[src/rtl/sample_pkg.sv]
// Shared types and width helpers for the sample pipeline collector.
package sample_pkg;

  localparam int unsigned FRAME_CNT_W = 16;

  typedef enum logic [1:0] {IDLE, COLLECT, FULL} collector_state_t;

  function automatic int unsigned sample_w(int unsigned data_size, int unsigned data_per_sample);
    return data_size * data_per_sample;
  endfunction

  function automatic int unsigned frame_w(int unsigned num_samples, int unsigned smp_w);
    return num_samples * smp_w;
  endfunction

  // A single-slot frame still needs a 1-bit counter.
  function automatic int unsigned cnt_w(int unsigned num_samples);
    return (num_samples > 1) ? $clog2(num_samples) : 1;
  endfunction

endpackage

[src/rtl/sample_collector_if.sv]
// Sample/frame handshake bundle between upstream node, collector and frame consumer.
interface sample_collector_if #(
  parameter int unsigned SAMPLE_W = 16,
  parameter int unsigned FRAME_W  = 64
);
  logic [SAMPLE_W-1:0] in_sample;
  logic                in_valid;
  logic                in_rec;
  logic [FRAME_W-1:0]  frame_out;
  logic                done;
  logic                ack;

  modport master (
    output in_sample, in_valid, ack,
    input  in_rec, frame_out, done
  );

  modport slave (
    input  in_sample, in_valid, ack,
    output in_rec, frame_out, done
  );
endinterface

[src/rtl/sample_collector_fsm.sv]
// Collector control: state, slot counter and in_rec/done/load decode.
module sample_collector_fsm
  import sample_pkg::*;
#(
  parameter int unsigned NUM_SAMPLES = 4,
  parameter int unsigned CNT_W       = cnt_w(NUM_SAMPLES)
) (
  input  logic             clk,
  input  logic             rst,
  input  logic             enable,
  input  logic             in_valid,
  input  logic             ack,
  output logic             in_rec,
  output logic             done,
  output logic             load,
  output logic             complete,
  output logic [CNT_W-1:0] slot
);

  collector_state_t state_q, state_d;
  logic [CNT_W-1:0] cnt_q, cnt_d;
  logic             last;

  assign last = (cnt_q == CNT_W'(NUM_SAMPLES - 1));
  assign slot = cnt_q;

  always_ff @(posedge clk or posedge rst) begin
    if (rst) begin
      state_q <= IDLE;
      cnt_q   <= '0;
    end else begin
      state_q <= state_d;
      cnt_q   <= cnt_d;
    end
  end

  always_comb begin
    state_d  = state_q;
    cnt_d    = cnt_q;
    load     = 1'b0;
    complete = 1'b0;
    in_rec   = 1'b0;
    done     = 1'b0;
    unique case (state_q)
      IDLE: begin
        cnt_d = '0;
        if (enable) state_d = COLLECT;
      end
      COLLECT: begin
        in_rec = 1'b1;
        // Completion outranks a simultaneous enable drop; a non-completing
        // transfer during an enable drop is discarded with the partial frame.
        if (in_valid && last) begin
          load     = 1'b1;
          complete = 1'b1;
          cnt_d    = '0;
          state_d  = FULL;
        end else if (!enable) begin
          cnt_d   = '0;
          state_d = IDLE;
        end else if (in_valid) begin
          load  = 1'b1;
          cnt_d = cnt_q + 1'b1;
        end
      end
      FULL: begin
        done = 1'b1;
        if (ack) state_d = enable ? COLLECT : IDLE;
      end
      default: begin
        state_d = IDLE;
        cnt_d   = '0;
      end
    endcase
  end

endmodule

[src/rtl/sample_collector.sv]
// Terminal sink: packs NUM_SAMPLES samples into one frame, slot 0 first, held until ack.
// Optional running-XOR checksum enabled by SAMPLE_COLLECTOR_CHECKSUM_EN.
module sample_collector
  import sample_pkg::*;
#(
  parameter int unsigned DATA_SIZE       = 4,
  parameter int unsigned DATA_PER_SAMPLE = 4,
  parameter int unsigned NUM_SAMPLES     = 4,
  localparam int unsigned SAMPLE_W = sample_w(DATA_SIZE, DATA_PER_SAMPLE),
  localparam int unsigned FRAME_W  = frame_w(NUM_SAMPLES, SAMPLE_W)
) (
  input  logic                   clk,
  input  logic                   rst,
  input  logic                   enable,
  sample_collector_if.slave      bus,
  output logic [FRAME_CNT_W-1:0] frame_count,
  output logic [SAMPLE_W-1:0]    checksum
);

  localparam int unsigned CNT_W = cnt_w(NUM_SAMPLES);

  logic             load;
  logic             complete;
  logic [CNT_W-1:0] slot;

  logic [FRAME_W-1:0]     frame_q, frame_d;
  logic [FRAME_CNT_W-1:0] frame_count_q, frame_count_d;

  sample_collector_fsm #(
    .NUM_SAMPLES (NUM_SAMPLES),
    .CNT_W       (CNT_W)
  ) FSM (
    .clk      (clk),
    .rst      (rst),
    .enable   (enable),
    .in_valid (bus.in_valid),
    .ack      (bus.ack),
    .in_rec   (bus.in_rec),
    .done     (bus.done),
    .load     (load),
    .complete (complete),
    .slot     (slot)
  );

  always_comb begin
    frame_d = frame_q;
    for (int k = 0; k < int'(NUM_SAMPLES); k++) begin
      if (load && (slot == CNT_W'(k))) frame_d[k*SAMPLE_W +: SAMPLE_W] = bus.in_sample;
    end
  end

  assign frame_count_d = complete ? frame_count_q + 1'b1 : frame_count_q;

  always_ff @(posedge clk or posedge rst) begin
    if (rst) begin
      frame_q       <= '0;
      frame_count_q <= '0;
    end else begin
      frame_q       <= frame_d;
      frame_count_q <= frame_count_d;
    end
  end

  assign bus.frame_out = frame_q;
  assign frame_count   = frame_count_q;

`ifdef SAMPLE_COLLECTOR_CHECKSUM_EN
  logic [SAMPLE_W-1:0] acc_q, acc_d, chk_q, chk_d;

  // The accumulator sits at zero outside COLLECT, so every entry starts clean.
  always_comb begin
    acc_d = '0;
    chk_d = chk_q;
    if (bus.in_rec) acc_d = load ? (acc_q ^ bus.in_sample) : acc_q;
    if (complete)   chk_d = acc_q ^ bus.in_sample;
  end

  always_ff @(posedge clk or posedge rst) begin
    if (rst) begin
      acc_q <= '0;
      chk_q <= '0;
    end else begin
      acc_q <= acc_d;
      chk_q <= chk_d;
    end
  end

  assign checksum = chk_q;
`else
  assign checksum = '0;
`endif

endmodule

[src/flat_wrapper.sv]
// flat-port wrapper written by rule: the top's interface ports become plain ports
module sample_collector_flat import sample_pkg::*;
#(
  parameter int unsigned DATA_SIZE       = 4,
  parameter int unsigned DATA_PER_SAMPLE = 4,
  parameter int unsigned NUM_SAMPLES     = 4,
  localparam int unsigned SAMPLE_W = sample_w(DATA_SIZE, DATA_PER_SAMPLE),
  localparam int unsigned FRAME_W  = frame_w(NUM_SAMPLES, SAMPLE_W)
)
  (clk, rst, enable, frame_count, checksum, bus_in_sample, bus_in_valid, bus_ack, bus_in_rec, bus_frame_out, bus_done);
  sample_collector_if #(.SAMPLE_W(16), .FRAME_W(64)) bus_i ();
  input  logic clk;
  input  logic rst;
  input  logic enable;
  output logic [FRAME_CNT_W-1:0] frame_count;
  output logic [SAMPLE_W-1:0] checksum;
  input wire logic [$bits(bus_i.in_sample)-1:0] bus_in_sample;
  input wire logic [$bits(bus_i.in_valid)-1:0] bus_in_valid;
  input wire logic [$bits(bus_i.ack)-1:0] bus_ack;
  output wire logic [$bits(bus_i.in_rec)-1:0] bus_in_rec;
  output wire logic [$bits(bus_i.frame_out)-1:0] bus_frame_out;
  output wire logic [$bits(bus_i.done)-1:0] bus_done;
  assign bus_i.in_sample = bus_in_sample;
  assign bus_i.in_valid = bus_in_valid;
  assign bus_i.ack = bus_ack;
  assign bus_in_rec = bus_i.in_rec;
  assign bus_frame_out = bus_i.frame_out;
  assign bus_done = bus_i.done;
  sample_collector #(.DATA_SIZE(DATA_SIZE), .DATA_PER_SAMPLE(DATA_PER_SAMPLE), .NUM_SAMPLES(NUM_SAMPLES)) u_core (.clk(clk), .rst(rst), .enable(enable), .bus(bus_i), .frame_count(frame_count), .checksum(checksum));
endmodule
[config.mk]
export PLATFORM = sky130hd
export DESIGN_NAME = sample_collector_flat
export DESIGN_NICKNAME = d
export VERILOG_FILES = /design/src/rtl/sample_pkg.sv /design/src/rtl/sample_collector_if.sv /design/src/rtl/sample_collector_fsm.sv /design/src/rtl/sample_collector.sv /design/src/flat_wrapper.sv
export SDC_FILE = /design/constraint.sdc
export NUM_CORES = 1
export LEC_CHECK = 0
export CAP_MARGIN = 20
export CELL_PAD_IN_SITES_DETAIL_PLACEMENT = 2
export CELL_PAD_IN_SITES_GLOBAL_PLACEMENT = 2
export CORE_MARGIN = 3
export CORE_UTILIZATION = 30
export DETAILED_ROUTE_END_ITERATION = 8
export PLACE_DENSITY = 0.9
export SYNTH_ARGS = -nofsm -noshare
export SYNTH_HDL_FRONTEND = slang
export SYNTH_SLANG_ARGS = --single-unit
[constraint.sdc]
create_clock -name clk -period 3.4 [get_ports clk]
set_input_delay 0.85 -clock clk [delete_from_list [all_inputs] [get_ports clk]]
set_output_delay 0.85 -clock clk [all_outputs]
set_load 0.03 [all_outputs]
### Floorplan with the power grid

The bar under the picture is 20 µm long. Pins as bars on the die edge.
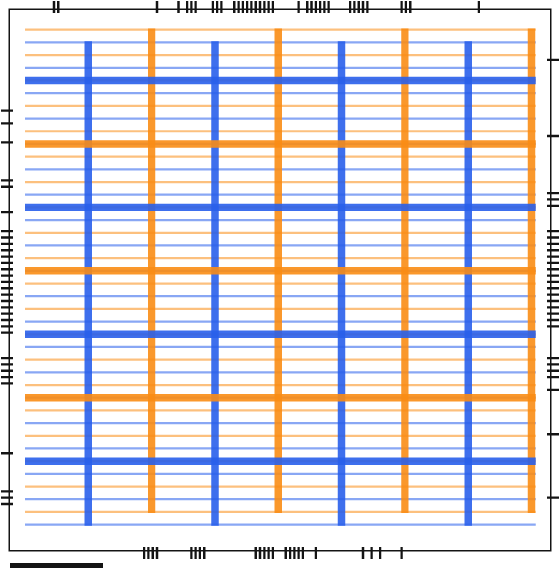
Orange shows VDD. Blue shows VSS.
8 straps on met4. The core has 39 rows. 40 met1 rails follow the rows. 119 signal pins sit on the boundary. 7 straps on met5.

### Placed cells, one colour a class

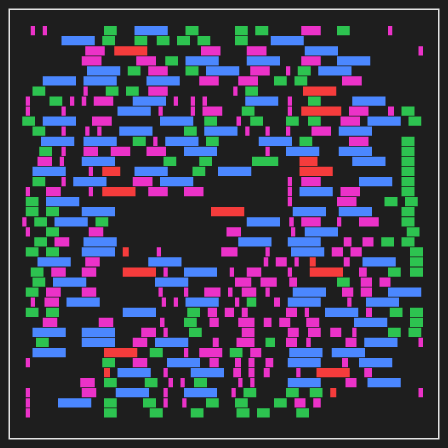
Green shows remaining buffers and delay cells, cells 105. Blue shows registers, cells 84. Red shows clock drivers and dummy loads, cells 16. Magenta shows remaining logic cells, cells 181.

### Clock network drawn from the DEF

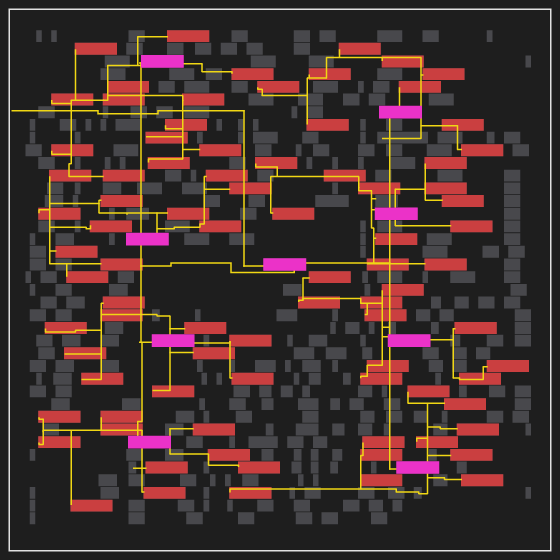
Magenta shows clock-net drivers, count 9. Yellow shows clock wires, length 1200 µm. Red shows flip-flops, count 84.
There are 10 routed clock nets.

==> impl_metrics.toml <==
# implementation run metrics
[final_timing]
relSlewSlack = 0.555

[worst_hold_path]
whs_path_depth = 2
hp-class = "reg -> reg"

[critical_path]
worstReg2RegStart = "u_core.FSM.slot[0]$_DFFE_PP0P_"
reg2reg_to = "u_core.bus.frame_out[11]$_DFFE_PP0P_"
critPathLaunchType = "register"
setup.worst_path.end = "bus_done"

[placement]
routabilityCongestion = 0.728
pre_cts_slack_ns = 0.793
place_inst = 513
portBuffers = 102

[power_and_ir_drop]
clk-power_uw = 997
combPwrFrac = 0.233
peakVddDrop_mv = 0.209
clockPowerShare = 0.353

[grt]
grtUsageTotal = 0.159

[cts]
post_cts_buffers = 0
cts_buffers = 9
htreeDepth = 3
holdBufCountCts = 0
clk-insertion-delay-late_ns = 0.34
tritoncts = "done"

[logic_synthesis]
top_area_cell = "dfrtp_1"
ys_sh_mux = 0.181
synth_xor_xnor_area_share = 0.0364
logic_family = "multiplexers"
yosysWarningCount = 0
synthSimpleGateAreaFrac = 0.113
yosys.area_share.adder = 0.0173
topCellsByArea = "dfrtp_1 58%, mux2_4 12%, nand2_1 6.0%"

[outcome]
outcome = "finished clean"

[die]
die_h_um = 116
core_area_mm2 = 0.0116
io_pins = 119
dieArea_mm2 = 0.0134
fp_util = 0.311

[finish]
layout_top_cell = "clkdlybuf4s50_1"
final_cell_mix = "102 x clkdlybuf4s50_1, 84 x dfrtp_1, 58 x nand2_1"
num-fill-cells = 1186
logic_area_mm2 = 0.00138

[flow_run]
log.warning_count = 29

[detailed_routing]
detail-route-antenna-nets = 0
met2_length_mm = 5.49
firstDrtPassIters = 3
wl_met1_mm = 4.01
==> worst max-delay path: stages (launching register included) <==
cell and delay (ns):
dfrtp_1 0.47, nand2b_1 0.14, inv_1 0.07, clkdlybuf4s50_1 0.66
==> cell usage after synthesis (all sizes together) <==
cell / number
nand2: 61
nand4b: 1
o211a: 1
and4b: 1
o21a: 1
mux2: 48
a21oi: 2
nor3: 2
nand2b: 1
o21ai: 2
or2: 1
nor3b: 1
nand3: 6
xnor2: 13
buf: 23
inv: 5
nor2: 2
dfrtp: 84
and3: 1
conb: 1
ha: 5
xor2: 2
and4: 1
nor2b: 1
nand4: 5
a21o: 2
==> area by class of cell <==
class	instances	area share
clock buffers	11	0.0502
clock inverters	5	0.00994
inverters	5	0.00398
multi-input cells	176	0.273
flip-flops and latches	84	0.417
well taps	143	0.0355
repair buffers	105	0.210
